run_1/congestion.png
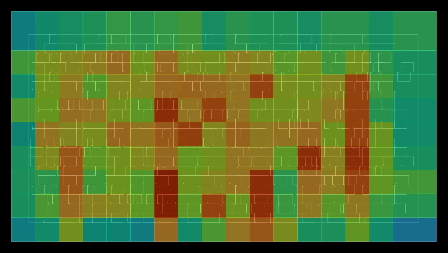
run_1/logic_types.png
Bar = 20 µm.
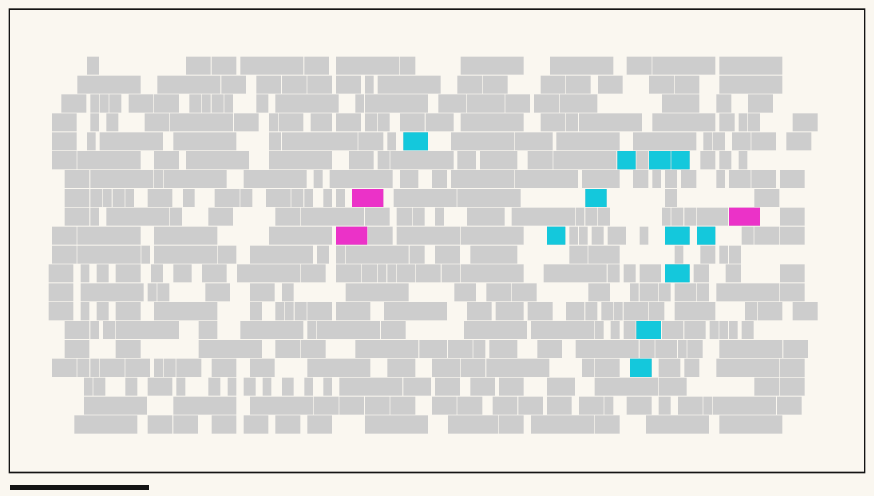
run_1/flops_by_reg.png
Bar = 20 µm. Other sequential cells in the stronger gray, the rest of the logic in the fainter gray.
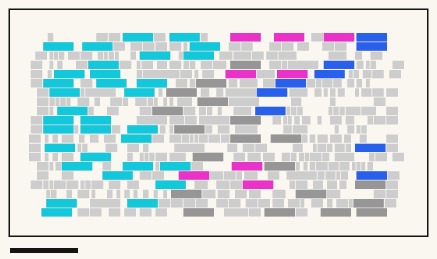
run_1/placement_by_type.png
Bar = 20 µm.
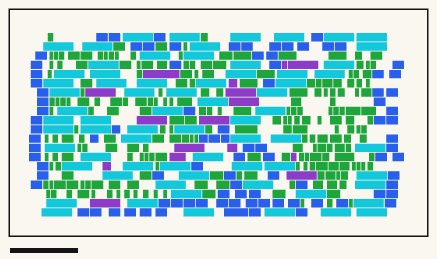
<file path="src/rtl/mask_gen_pkg.sv">
// Shared types and defaults for the mask generator sequencing controller.
package mask_gen_pkg;

  localparam int DEF_ROWS    = 480;
  localparam int DEF_PAT_LEN = 32;

  typedef enum logic [1:0] {
    SLIDE_R = 2'b00,
    SLIDE_L = 2'b01,
    RANDOM  = 2'b10,
    REPEAT  = 2'b11
  } mask_type_e;

  typedef enum logic [2:0] {
    IDLE       = 3'd0,
    GEN_RST    = 3'd1,
    LOAD       = 3'd2,
    WAIT_FRAME = 3'd3,
    ROW_WAIT   = 3'd4,
    ROW_RUN    = 3'd5
  } state_e;

endpackage

</file>
<file path="src/rtl/mask_pattern_serializer.sv">
// Parallel-in, MSB-first serial-out shift register with a bit counter that
// flags the cycle presenting the final bit.
module mask_pattern_serializer
  import mask_gen_pkg::*;
#(
  parameter int PAT_LEN = DEF_PAT_LEN
) (
  input  logic               clk,
  input  logic               rst,
  input  logic               load_i,
  input  logic [PAT_LEN-1:0] data_i,
  input  logic               shift_i,
  output logic               bit_o,
  output logic               done_o
);

  localparam int CW = (PAT_LEN > 1) ? $clog2(PAT_LEN) : 1;

  logic [PAT_LEN-1:0] sr_q;
  logic [CW-1:0]      cnt_q;

  always_ff @(posedge clk or posedge rst) begin
    if (rst) begin
      sr_q  <= '0;
      cnt_q <= '0;
    end else if (load_i) begin
      sr_q  <= data_i;
      cnt_q <= '0;
    end else if (shift_i) begin
      sr_q  <= sr_q << 1;
      cnt_q <= cnt_q + CW'(1);
    end
  end

  assign bit_o  = sr_q[PAT_LEN-1];
  assign done_o = (cnt_q == CW'(PAT_LEN - 1));

endmodule

</file>
<file path="src/rtl/mask_seq_ctrl.sv">
// Sequences mask generator reset, pattern load and per-row advance against
// VGA frame/line timing; configuration is kept and replayed every frame.
module mask_seq_ctrl
  import mask_gen_pkg::*;
#(
  parameter int ROWS    = DEF_ROWS,
  parameter int PAT_LEN = DEF_PAT_LEN
) (
  input  logic               clk,
  input  logic               rst,
  input  logic               cfg_valid,
  output logic               cfg_ready,
  input  logic [1:0]         cfg_mask_type,
  input  logic [4:0]         cfg_pattern_w,
  input  logic [PAT_LEN-1:0] cfg_pattern,
  input  logic [7:0]         cfg_rep_pattern,
  input  logic               frame_start,
  input  logic               line_req,
  output logic               mg_rst_n,
  output logic               mg_clk_en,
  output logic               mg_load_pattern,
  output logic               mg_pattern,
  output logic [4:0]         mg_pattern_w,
  output logic [7:0]         mg_repeated_pattern,
  output logic [1:0]         mg_mask_type,
  input  logic               mg_rp_valid,
  output logic [8:0]         row_idx,
  output logic               row_valid,
  output logic               frame_done,
  output logic               underrun,
  output logic               busy,
  output logic [2:0]         dbg_state
);

  // Handshake: a configuration transfers on any rising clk edge where
  // cfg_valid && cfg_ready; cfg_ready is high only in IDLE/WAIT_FRAME.

  state_e     state_q, state_d;
  logic       live_q;
  logic [1:0] type_q, type_d;
  logic [4:0] pw_q, pw_d;
  logic [7:0] rep_q, rep_d;
  logic [8:0] row_q, row_d;
  logic       row_valid_q, row_valid_d;
  logic       frame_done_q, frame_done_d;
  logic       underrun_q, underrun_d;

  logic       accept;
  logic       ser_load, ser_shift, ser_bit, ser_done;

  mask_pattern_serializer #(.PAT_LEN(PAT_LEN)) u_ser (
    .clk     (clk),
    .rst     (rst),
    .load_i  (ser_load),
    .data_i  (cfg_pattern),
    .shift_i (ser_shift),
    .bit_o   (ser_bit),
    .done_o  (ser_done)
  );

  // live_q holds the generator in reset and refuses configs until the
  // first clock edge after rst releases.
  assign cfg_ready = live_q && (state_q == IDLE || state_q == WAIT_FRAME);
  assign accept    = cfg_valid && cfg_ready;
  assign mg_rst_n  = live_q && (state_q != GEN_RST);
  assign busy      = (state_q != IDLE);
  assign dbg_state = state_q;

  always_comb begin
    state_d         = state_q;
    type_d          = type_q;
    pw_d            = pw_q;
    rep_d           = rep_q;
    row_d           = row_q;
    row_valid_d     = 1'b0;
    frame_done_d    = 1'b0;
    underrun_d      = underrun_q;
    ser_load        = 1'b0;
    ser_shift       = 1'b0;
    mg_clk_en       = 1'b0;
    mg_load_pattern = 1'b0;
    mg_pattern      = 1'b0;

    case (state_q)
      IDLE: begin
        if (accept) state_d = GEN_RST;
      end
      GEN_RST: begin
        state_d = LOAD;
      end
      LOAD: begin
        mg_load_pattern = 1'b1;
        if (type_q == REPEAT) begin
          state_d = WAIT_FRAME;
        end else begin
          mg_pattern = ser_bit;
          ser_shift  = 1'b1;
          if (ser_done) state_d = WAIT_FRAME;
        end
      end
      WAIT_FRAME: begin
        if (line_req) underrun_d = 1'b1;
        if (accept) begin
          state_d = GEN_RST;
        end else if (frame_start) begin
          row_d   = '0;
          state_d = ROW_WAIT;
        end
      end
      ROW_WAIT: begin
        if (line_req) state_d = ROW_RUN;
      end
      ROW_RUN: begin
        mg_clk_en = 1'b1;
        if (line_req) underrun_d = 1'b1;
        if (mg_rp_valid) begin
          row_valid_d = 1'b1;
          if (row_q == 9'(ROWS - 1)) begin
            frame_done_d = 1'b1;
            row_d        = '0;
            state_d      = WAIT_FRAME;
          end else begin
            row_d   = row_q + 9'd1;
            state_d = ROW_WAIT;
          end
        end
      end
      default: state_d = IDLE;
    endcase

    // A fresh configuration wins over everything else, including a
    // simultaneous line_req that would otherwise flag an underrun.
    if (accept) begin
      type_d     = cfg_mask_type;
      pw_d       = cfg_pattern_w;
      rep_d      = cfg_rep_pattern;
      underrun_d = 1'b0;
      ser_load   = 1'b1;
    end
  end

  always_ff @(posedge clk or posedge rst) begin
    if (rst) begin
      state_q      <= IDLE;
      live_q       <= 1'b0;
      type_q       <= '0;
      pw_q         <= '0;
      rep_q        <= '0;
      row_q        <= '0;
      row_valid_q  <= 1'b0;
      frame_done_q <= 1'b0;
      underrun_q   <= 1'b0;
    end else begin
      state_q      <= state_d;
      live_q       <= 1'b1;
      type_q       <= type_d;
      pw_q         <= pw_d;
      rep_q        <= rep_d;
      row_q        <= row_d;
      row_valid_q  <= row_valid_d;
      frame_done_q <= frame_done_d;
      underrun_q   <= underrun_d;
    end
  end

  assign mg_mask_type        = type_q;
  assign mg_pattern_w        = pw_q;
  assign mg_repeated_pattern = rep_q;
  assign row_idx             = row_q;
  assign row_valid           = row_valid_q;
  assign frame_done          = frame_done_q;
  assign underrun            = underrun_q;

endmodule

</file>
<file path="config.mk">
export PLATFORM = sky130hd
export DESIGN_NAME = mask_seq_ctrl
export DESIGN_NICKNAME = d
export VERILOG_FILES = /design/src/rtl/mask_gen_pkg.sv /design/src/rtl/mask_pattern_serializer.sv /design/src/rtl/mask_seq_ctrl.sv
export SDC_FILE = /design/constraint.sdc
export NUM_CORES = 1
export LEC_CHECK = 0
export ABC_CLOCK_PERIOD_IN_PS = 5200
export CAP_MARGIN = 40
export CORE_ASPECT_RATIO = 0.5
export CORE_MARGIN = 5
export CORE_UTILIZATION = 52
export CTS_CLUSTER_SIZE = 40
export DETAILED_ROUTE_END_ITERATION = 7
export PLACE_DENSITY_LB_ADDON = 0.1
export SLEW_MARGIN = 20
export SYNTH_ARGS = -nofsm -noshare
export SYNTH_HDL_FRONTEND = slang
export SYNTH_HIERARCHICAL = 1
export SYNTH_SLANG_ARGS = --single-unit
</file>
<file path="constraint.sdc">
create_clock -name clk -period 5.2 [get_ports clk]
set_clock_uncertainty 0.1 [all_clocks]
set_input_delay 0.78 -clock clk [delete_from_list [all_inputs] [get_ports clk]]
set_output_delay 0.78 -clock clk [all_outputs]
set_load 0.02 [all_outputs]
</file>
==> summary.txt, run 1 <==
Implementation progress

The register-to-register setup slack stands at 2.65 ns. Clock tree synthesis inserted a total of 9 buffers. The library cell used most frequently in the layout, excluding fill and tap cells, is clkdlybuf4s50_1.

The worst setup path is launched from a register. After layout, the worst path uses 73.1% of the clock period. The non-filler instance count after layout stands at 484. After layout, the minimum clock period comes to 3.80 ns. The post-synthesis register bit count stands at 68. The report puts the hold buffer count at CTS at 0.

The clock tree synthesis step divided the H-tree into 3 levels. The slowest stage of the critical path belongs to the cell dfrtp_1. The initial antenna violation count stands at 0. The boundary pin count stands at 89. The script logs the ratio of routed vias to standard cells as 5.31. TritonCTS reports the number of clock sinks as 68. Setup repair after global routing left no endpoint under its margin. The final timing report lists a max-slew violation count of 0. The library cells used most frequently in the layout, excluding fill and tap cells, are clkdlybuf4s50_1 (88), dfrtp_1 (68), nand2_1 (42).

The total of warnings raised by yosys stands at 6. The OpenROAD report gives the critical path a required time of 4.32 ns. Global routing finished with a remaining overflow of 0. The yosys stat cell total stands at 306. The violation count after the first detailed-routing iteration stands at 202. The largest fanout of any net on the critical path stands at 39. The highest clock rate stands at 0.263 GHz.

Counting distinct cell types in the post-synthesis netlist gives 55. Once detailed placement completed, the half-perimeter wirelength came to 5260 µm. The tree is rooted in a clkbuf_16. The post-synth tally of flip-flops with integrated enable stands at 0. The worst setup path is captured at an output pin. The routed layout reports a DRC error count of 0. Per the hold report, the tightest min-delay path originates at underrun$_DFFE_PP0P_.

The worst vdd rail ir drop stands at 0.000260 V. For the worst setup path, the data arrival time is 2.92 ns. The cell area after technology mapping stands at 3320 µm².

The total detailed-routing wirelength stands at 7420 µm. For reference, the most critical setup path is categorized as reg -> out. The number of global-route vias before repair stands at 2634. The die outline height stands at 66.5 µm.

The instance tally after logic synthesis stands at 306. For this run, the leading register cell type out of synthesis is dfrtp_1. Sorting the Yosys area breakdown by cell type puts at the top dfrtp_1. The endpoint of the worst hold path is reported as underrun$_DFFE_PP0P_. The die width stands at 123 µm. Entering global routing, the biggest net connects 46 pins. In this run the critical register-to-register path is launched from dbg_state[1]$_DFFE_PP0P_. The first global-routing pass estimated 12600 µm of wire. For this run, the post-layout net count is 447. The worst slew margin relative to its limit stands at 60.8%. Max-cap violations in this run came to 0. The reported leakage power stands at 1.90 nW. The mean instance size in the synthesized netlist stands at 10.9 µm². The number of port buffers stands at 88. The final report lists the setup-violating endpoint count as 0. The number of endpoints with negative hold slack in the final report stands at 0. The number of stages on the worst hold path stands at 2. The first detailed-routing pass ran for 4 iterations.

The script computed a power per unit cell area of 581 nW/µm². The number of resized instances in the post-cts repair step stands at 0. In the final layout, the share of cells above drive strength 1 is 10.9%.

Yosys attributes the largest share of cell area to dfrtp_1 (51%), mux2i_1 (11%), nand2_1 (4.7%). TritonCTS built the clock tree. At the pin with the least slew margin, the transition time is 0.589 ns. The placement summary gives the final routability congestion estimate as 0.869. The stat command in Yosys gives a chip area of 3320 µm². The floorplan step defined a die boundary enclosing 8180 µm². The most critical min-delay path falls under reg -> reg. Post-CTS timing repair inserted 0 buffers for setup. In the CTS report, the clock slew at the register clock pins of the worst setup and hold paths is listed as 0.05 ns. The flow ran to the end, and the final reports show no timing, DRC or antenna violations. Per the synthesis report, the single largest cell type by area occupies 51.2% of cell area. The proportion of synthesized chip area in sequential cells stands at 51.2%. The largest single stage delay on the critical path is 0.68 ns. For this run, asynchronously set or reset flops after synthesis account for 100%. The detailed router placed 2571 vias in this run. The post-synthesis net count stands at 362. The overall global routing resource usage stands at 19.9%. After filler insertion, the fill cell instance count of the layout stands at 451.
Back to the opening pictures, congestion.png:
average detailed-routed wire length per instance: 15.3 µm
final core utilization: 74.2%
Global Route met3 Usage: 5.77%
met1 Track Usage GR: 23.7%
met2 Track Usage GR: 34.8%

Back to the opening pictures, logic_types.png:
color	family	cells
cyan	non-inverting ao/oa cells	11
magenta	fa/ha/maj cells	3

Back to the opening pictures, flops_by_reg.png:
color	signal	placed flops
magenta	mg_repeated_pattern	8
cyan	u_ser/sr_q	32
blue	row_idx	9
Reg area: 1700 µm²
power attributed to sequential cells: 929 µW
fraction of standard cell area that is sequential: 37.4%

Back to the opening pictures, placement_by_type.png:
color	class	cells	share of their area
blue	remaining buffers and delay cells	93	21%
green	combinational and other logic	219	34%
cyan	sequential cells	68	38%
purple	clock drivers and dummy loads	16	6.8%
Placeable Area: 6130 µm²
post-layout instance area: 4550 µm²
site row count: 20

run 1: Yosys cell counts, types with 4 or more instances:
cell type  instances
o21ai_1           21
a21oi_1            7
inv_1              5
nor2_1            10
buf_2              7
mux2_2             8
dfrtp_1           68
mux2i_1           35
nand2_1           42
mux2_4             7
buf_6              5
nor3_1             4
nand3_1            7
o21ai_0           18
clkbuf_1           4
run 1: critical path: cells and delay by family (launching register included):
family	cells	cell delay (ns)
AND/OR/NAND/NOR	2	0.59
buffers and inverters	2	1.10
flip-flops	1	0.68
AND-OR/OR-AND	1	0.22
run 1: layout make-up:
type | instances | area, µm² | area share (%)
repair buffers | 93 | 931 | 20.5
multi-input cells | 212 | 1480 | 32.5
well taps | 88 | 110 | 2.42
flip-flops and latches | 68 | 1700 | 37.4
clock buffers | 10 | 239 | 5.25
inverters | 7 | 26.3 | 0.578
clock inverters | 6 | 63.8 | 1.40
run 1: metal layers:
layer	GRT usage [%]	wire length [µm]
met1	23.7	3120
met2	34.8	3750
met3	5.77	428
met4	6.76	119
met5	0	0
run 1: report_power, final:
part	internal [mW]	switching (mW)	leakage, nW
logic	0.566	0.545	0.906
clock network	0.383	0.218	0.144
registers	0.753	0.176	0.852
run 1: registers in the layout, indices dropped and copies added (netlist names):
name	flops
dbg_state	3
frame_done	1
live_q	1
mg_mask_type	2
mg_pattern_w	5
mg_repeated_pattern	8
row_idx	9
row_valid	1
u_ser/cnt_q	5
u_ser/sr_q	32
underrun	1
run 1: cell families after synthesis:
kind of cell,count (synthesis),synth area share (%)
adder cells (fa/ha/maj),3,1.13
other,1,0.113
AND-OR/OR-AND,67,12.0
multiplexers,51,16.8
AND/OR/NAND/NOR,87,13.1
buffers and inverters,26,4.67
XOR/XNOR,3,1.02
flip-flops,68,51.2
run 1: how the worst max path moves through the flow:
stage | start | endpoint | slack, ns | depth (start not counted)
2_1_floorplan | dbg_state[2]$_DFFE_PP0P_ | mg_pattern | 2.71 | 4
3_3_place_gp | dbg_state[1]$_DFFE_PP0P_ | mg_pattern | 1.84 | 5
3_5_place_dp | dbg_state[1]$_DFFE_PP0P_ | mg_pattern | 1.78 | 5
4_1_cts | dbg_state[1]$_DFFE_PP0P_ | mg_pattern | 1.39 | 5
5_1_grt | dbg_state[1]$_DFFE_PP0P_ | mg_pattern | 1.22 | 5
6_report | dbg_state[1]$_DFFE_PP0P_ | mg_pattern | 1.40 | 5
run 1: metrics by stage:
stage	cell area, µm²	hold WS (ns)	setup WS, ns	total power [mW]
after floorplan	3320	0.393	2.71	1.69
after global placement	4230	0.390	1.84	1.99
after detailed placement	4250	0.397	1.78	2.05
after CTS	4550	0.412	1.39	2.67
after global routing	4550	0.430	1.22	2.81
final	4550	0.400	1.40	2.64
run_1/sizes.png
Bar = 20 µm.
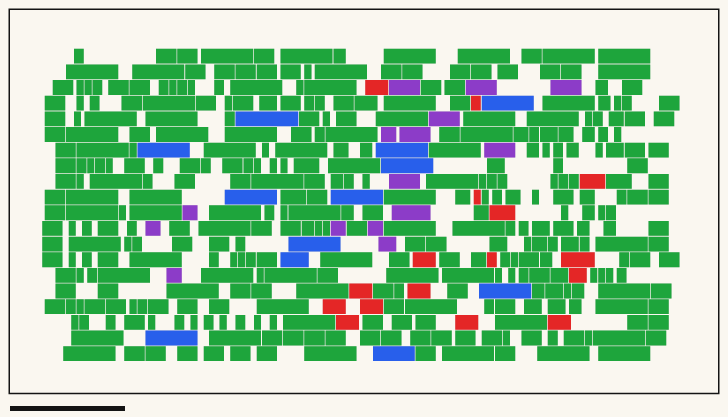

==> run 2: changes to the inputs <==
--- a/config.mk
+++ b/config.mk
@@ -5,11 +5,11 @@
 export SDC_FILE = /design/constraint.sdc
 export NUM_CORES = 1
 export LEC_CHECK = 0
-export ABC_CLOCK_PERIOD_IN_PS = 5200
+export ABC_CLOCK_PERIOD_IN_PS = 3420
 export CAP_MARGIN = 40
 export CORE_ASPECT_RATIO = 0.5
 export CORE_MARGIN = 5
-export CORE_UTILIZATION = 52
+export CORE_UTILIZATION = 44
 export CTS_CLUSTER_SIZE = 40
 export DETAILED_ROUTE_END_ITERATION = 7
 export PLACE_DENSITY_LB_ADDON = 0.1
==> constraint.sdc (replaced) <==
create_clock -name clk -period 3.42 [get_ports clk]
set_clock_uncertainty 0.1 [all_clocks]
set_input_delay 0.513 -clock clk [delete_from_list [all_inputs] [get_ports clk]]
set_output_delay 0.513 -clock clk [all_outputs]
set_load 0.02 [all_outputs]
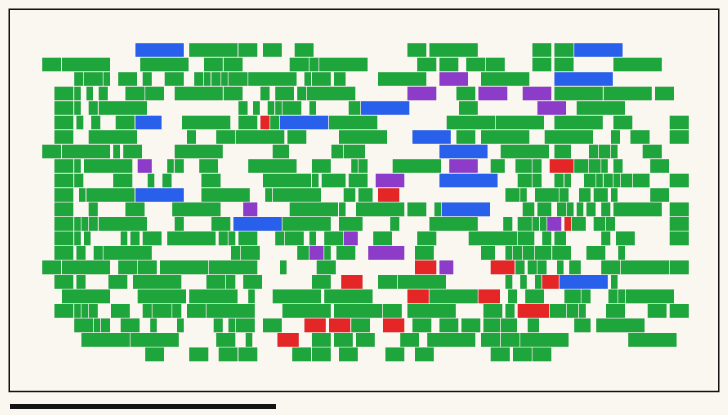
run_2/sizes.png
Bar = 50 µm.
color	size	cells	share	most used
red	_2 cells	15	3.8%	mux2_2
purple	_3 and _4 cells	14	3.5%	mux2_4
green	_0 and _1 cells	353	89%	clkdlybuf4s50_1
blue	_6 and larger	13	3.3%	clkbuf_16
Syn-to-layout area delta: 37.8%
post-layout instance area: 4570 µm²
number of non-clock buffers in the layout: 92
final worst slack: 0.443 ns

==> run 2 against run 1 <==
  * Highest routed layer unchanged
  * Wire length barely moved
  * Global-route usage down 3.4 points
  * Sequential share of layout area decreased by 0.21 points
  * Critical path depth down 2
  * Count of clock-buffer cells in the layout unchanged
  * Synthesized cell count is the same
  * Non-clock buffer count decreased by 1
  * Critical path type unchanged
  * Setup slack worse by 0.96 ns
  * Die size up 16%
==> summary.txt, run 2 <==
Implementation progress

Entering global routing, the biggest net connects 80 pins. For this run, the chip area from Yosys synthesis comes to 3320 µm². Detailed placement finished with a half-perimeter wire length of 5260 µm. Yosys instantiated no cell more often than dfrtp_1. The row count stands at 22. The gate-level netlist out of Yosys references 55 unique cell types. The largest fanout of any net on the critical path stands at 18. The number of resized instances in the post-cts repair step stands at 0. Note that the worst hold path type here is reg -> reg. The pre-antenna-repair detailed-routing pass consisted of 4 iterations. Per the summary, power density relative to cell area is 892 nW/µm². More flip-flops sit in one register than any other, and that register is u_ser/sr_q.

The async set or reset register ratio after synthesis stands at 100%. The share of post-route cells with drive strength above 1 stands at 10.6%. The data arrival time reported for the critical path is 2.36 ns. For this run, the top clock speed supported by timing is 0.336 GHz. The violation count after the first detailed-routing iteration stands at 215. Clock-pin slew was measured on the worst setup and hold paths at 0.06 ns. The maximum root-to-sink buffer count stands at 2. The transition time at the pin with the least slew margin stands at 0.703 ns. Buffers added to address setup during post-CTS repair amount to 0. Global routing used 16.5% of the available tracks. The flow ran to the end, and the final reports show no timing, DRC or antenna violations. Before placement the cells fill 45.4% of the core. The critical path is of the reg -> out type.

Per the synth log, the flip-flop and latch total comes to 68. The data required time reported for the critical path is 2.81 ns. Synthesis produced a netlist with a net count of 362. The post-route worst hold slack stands at 0.408 ns. After the last flow step, the layout net total stands at 446. The analysis reports a worst IR drop on VDD of 0.000314 V. The final weighted congestion recorded by global placement is 0.892. The die outline height stands at 71.4 µm. Looking at the cell usage after synthesis, the top flip-flop cell is dfrtp_1. Setup repair after global routing left no endpoint under its margin. Yosys reports that the leading cell type by area covers 51.2% of the netlist area. For this design the top-level I/O count stands at 89.

Summing every instance area after synthesis gives 3320 µm². STA classifies the critical path endpoint as an output pin. STA classifies the critical path startpoint as a register.

The biggest area contributor in the post-synthesis netlist is dfrtp_1. Per the detail_route report, vias per standard cell equal 5.13. Per the post-synthesis stats, the area per cell is 10.9 µm².

The count of max-cap constraint violations stands at 0. The part of the cycle the worst path needs stands at 87.1%. In the layout the commonest cells are clkdlybuf4s50_1 (88), dfrtp_1 (68), nand2_1 (42). The count of clock tree sinks stands at 68. Warnings raised by the tools during the run amount to 26. The number of global-route vias before repair stands at 2589. The overall die size recorded for this design is 9490 µm². Per Yosys stat, the portion of area used by sequential elements is 51.2%. The number of flip-flops in the largest register stands at 32. The detail route stage leaves a number of antenna-violating nets equal to 0. The final critical-path required period stands at 2.98 ns. The yosys stat cell total stands at 306. Counting only logic cells after layout, the most numerous master is clkdlybuf4s50_1. In the final timing run, aggregate negative setup slack is 0 ns. The count of endpoints failing setup in the final report stands at 0. The first global-routing pass estimated 12500 µm of wire.

The final timing report lists a hold violation count of 0. The initial antenna violation count was 0. Summed over all layers, the global routing overflow is 0. Counting every instance in the synthesized netlist gives 306. The number of antenna diodes in the final layout is 0. The hold buffer count at cts stands at 0. The tree is rooted in a clkbuf_16. For this run, the number of Yosys warnings is 6. The core region is 7320 µm². The total count of max-transition violations in the final report stands at 0.

The total via count after detailed routing stands at 2517. The number of port buffers stands at 88. The source-to-sink clock delay at the later pin of the worst-skew pair stands at 0.33 ns. The number of clock buffers inserted by TritonCTS stands at 9. The analysis attributes to cell leakage a power of 1.90 nW. TritonCTS built the clock tree.

TritonRoute output was used to compute an average wire per cell of 15.1 µm. The post-synth tally of flip-flops with integrated enable stands at 0. The horizontal die dimension reported for this design is 133 µm. The main area contributors are dfrtp_1 (51%), mux2i_1 (11%), nand2_1 (4.7%). By count the netlist is led by dfrtp_1 (68), nand2_1 (42), mux2i_1 (35). The slew check shows that the tightest pin keeps a relative margin of 53.1%. In the routed design, unresolved DRC markers number 0. The H-tree generated during clock tree synthesis spans 3 levels. The final layout contains routed wiring with a total length of 7420 µm.
-- run 2: cell counts after synthesis --
No cell type changed its count.
-- run 2: logic make-up after synthesis --
logic type	share of synthesized area, %
xor+xnor	1.02
buf+inv	4.67
simple gates	13.1
compound gates	12.0
mux	16.8
fa+ha+maj	1.13
flops	51.2
other cells	0.113
-- run 2: per-layer routing --
| metal | share of wire, % | global-route usage [%] |
|---|---|---|
| met5 | 0 | 0 |
| met4 | 1.5 | 6.11 |
| met3 | 5.2 | 5.75 |
| met2 | 47 | 26.6 |
| met1 | 46 | 20.7 |
-- run 2: worst max-delay path, stage by stage, from the launching register on --
cell             delay, ns
dfrtp_1               0.71
clkinv_1              0.44
o31a_1                0.34
clkdlybuf4s50_1       0.54
-- run 2: layout make-up --
class	count	area, µm²
clock inverter	6	87.6
inverter	7	26.3
tap	96	120
clock buffer	10	239
multi-input combinational	212	1480
timing repair buffer	92	923
sequential	68	1700
fill	615	2750
-- run 2: path summary, 6_finish.rpt --
kind                                                   from                           to  slack (ns)  cells after the start
max in group asynchronous                               rst   u_ser/cnt_q[3]$_DFFE_PP0P_        1.95                      3
worst min-delay path            mg_pattern_w[1]$_DFFE_PP0P_  mg_pattern_w[1]$_DFFE_PP0P_        0.41                      1
min in group asynchronous                               rst  mg_mask_type[0]$_DFFE_PP0P_        0.51                      3
worst max register to register     dbg_state[1]$_DFFE_PP0P_   u_ser/cnt_q[3]$_DFFE_PP0P_        0.95                      5
worst min register to register  mg_pattern_w[1]$_DFFE_PP0P_  mg_pattern_w[1]$_DFFE_PP0P_        0.41                      1
worst max-delay path               dbg_state[0]$_DFFE_PP0P_                     mg_rst_n        0.44                      3
-- run 2: power breakdown --
group | internal (mW) | switching, mW
sequential | 1.14 | 0.264
combinational | 0.855 | 0.816
clock | 0.656 | 0.343
total | 2.66 | 1.42
-- run 2: metrics by stage --
stage,cell area [µm²],instances,worst slack (ns),utilization (%),power (mW)
global route,4570,491,0.303,62.5,4.34
floorplan,3320,306,1.20,-,2.57
detailed placement,4250,475,0.809,58.0,3.11
CTS,4570,491,0.433,62.5,4.13
finish,4570,491,0.443,62.5,4.08
global placement,4250,475,0.852,58.0,3.04
Power figures rest on the tool's default switching activity, not on a simulated workload.
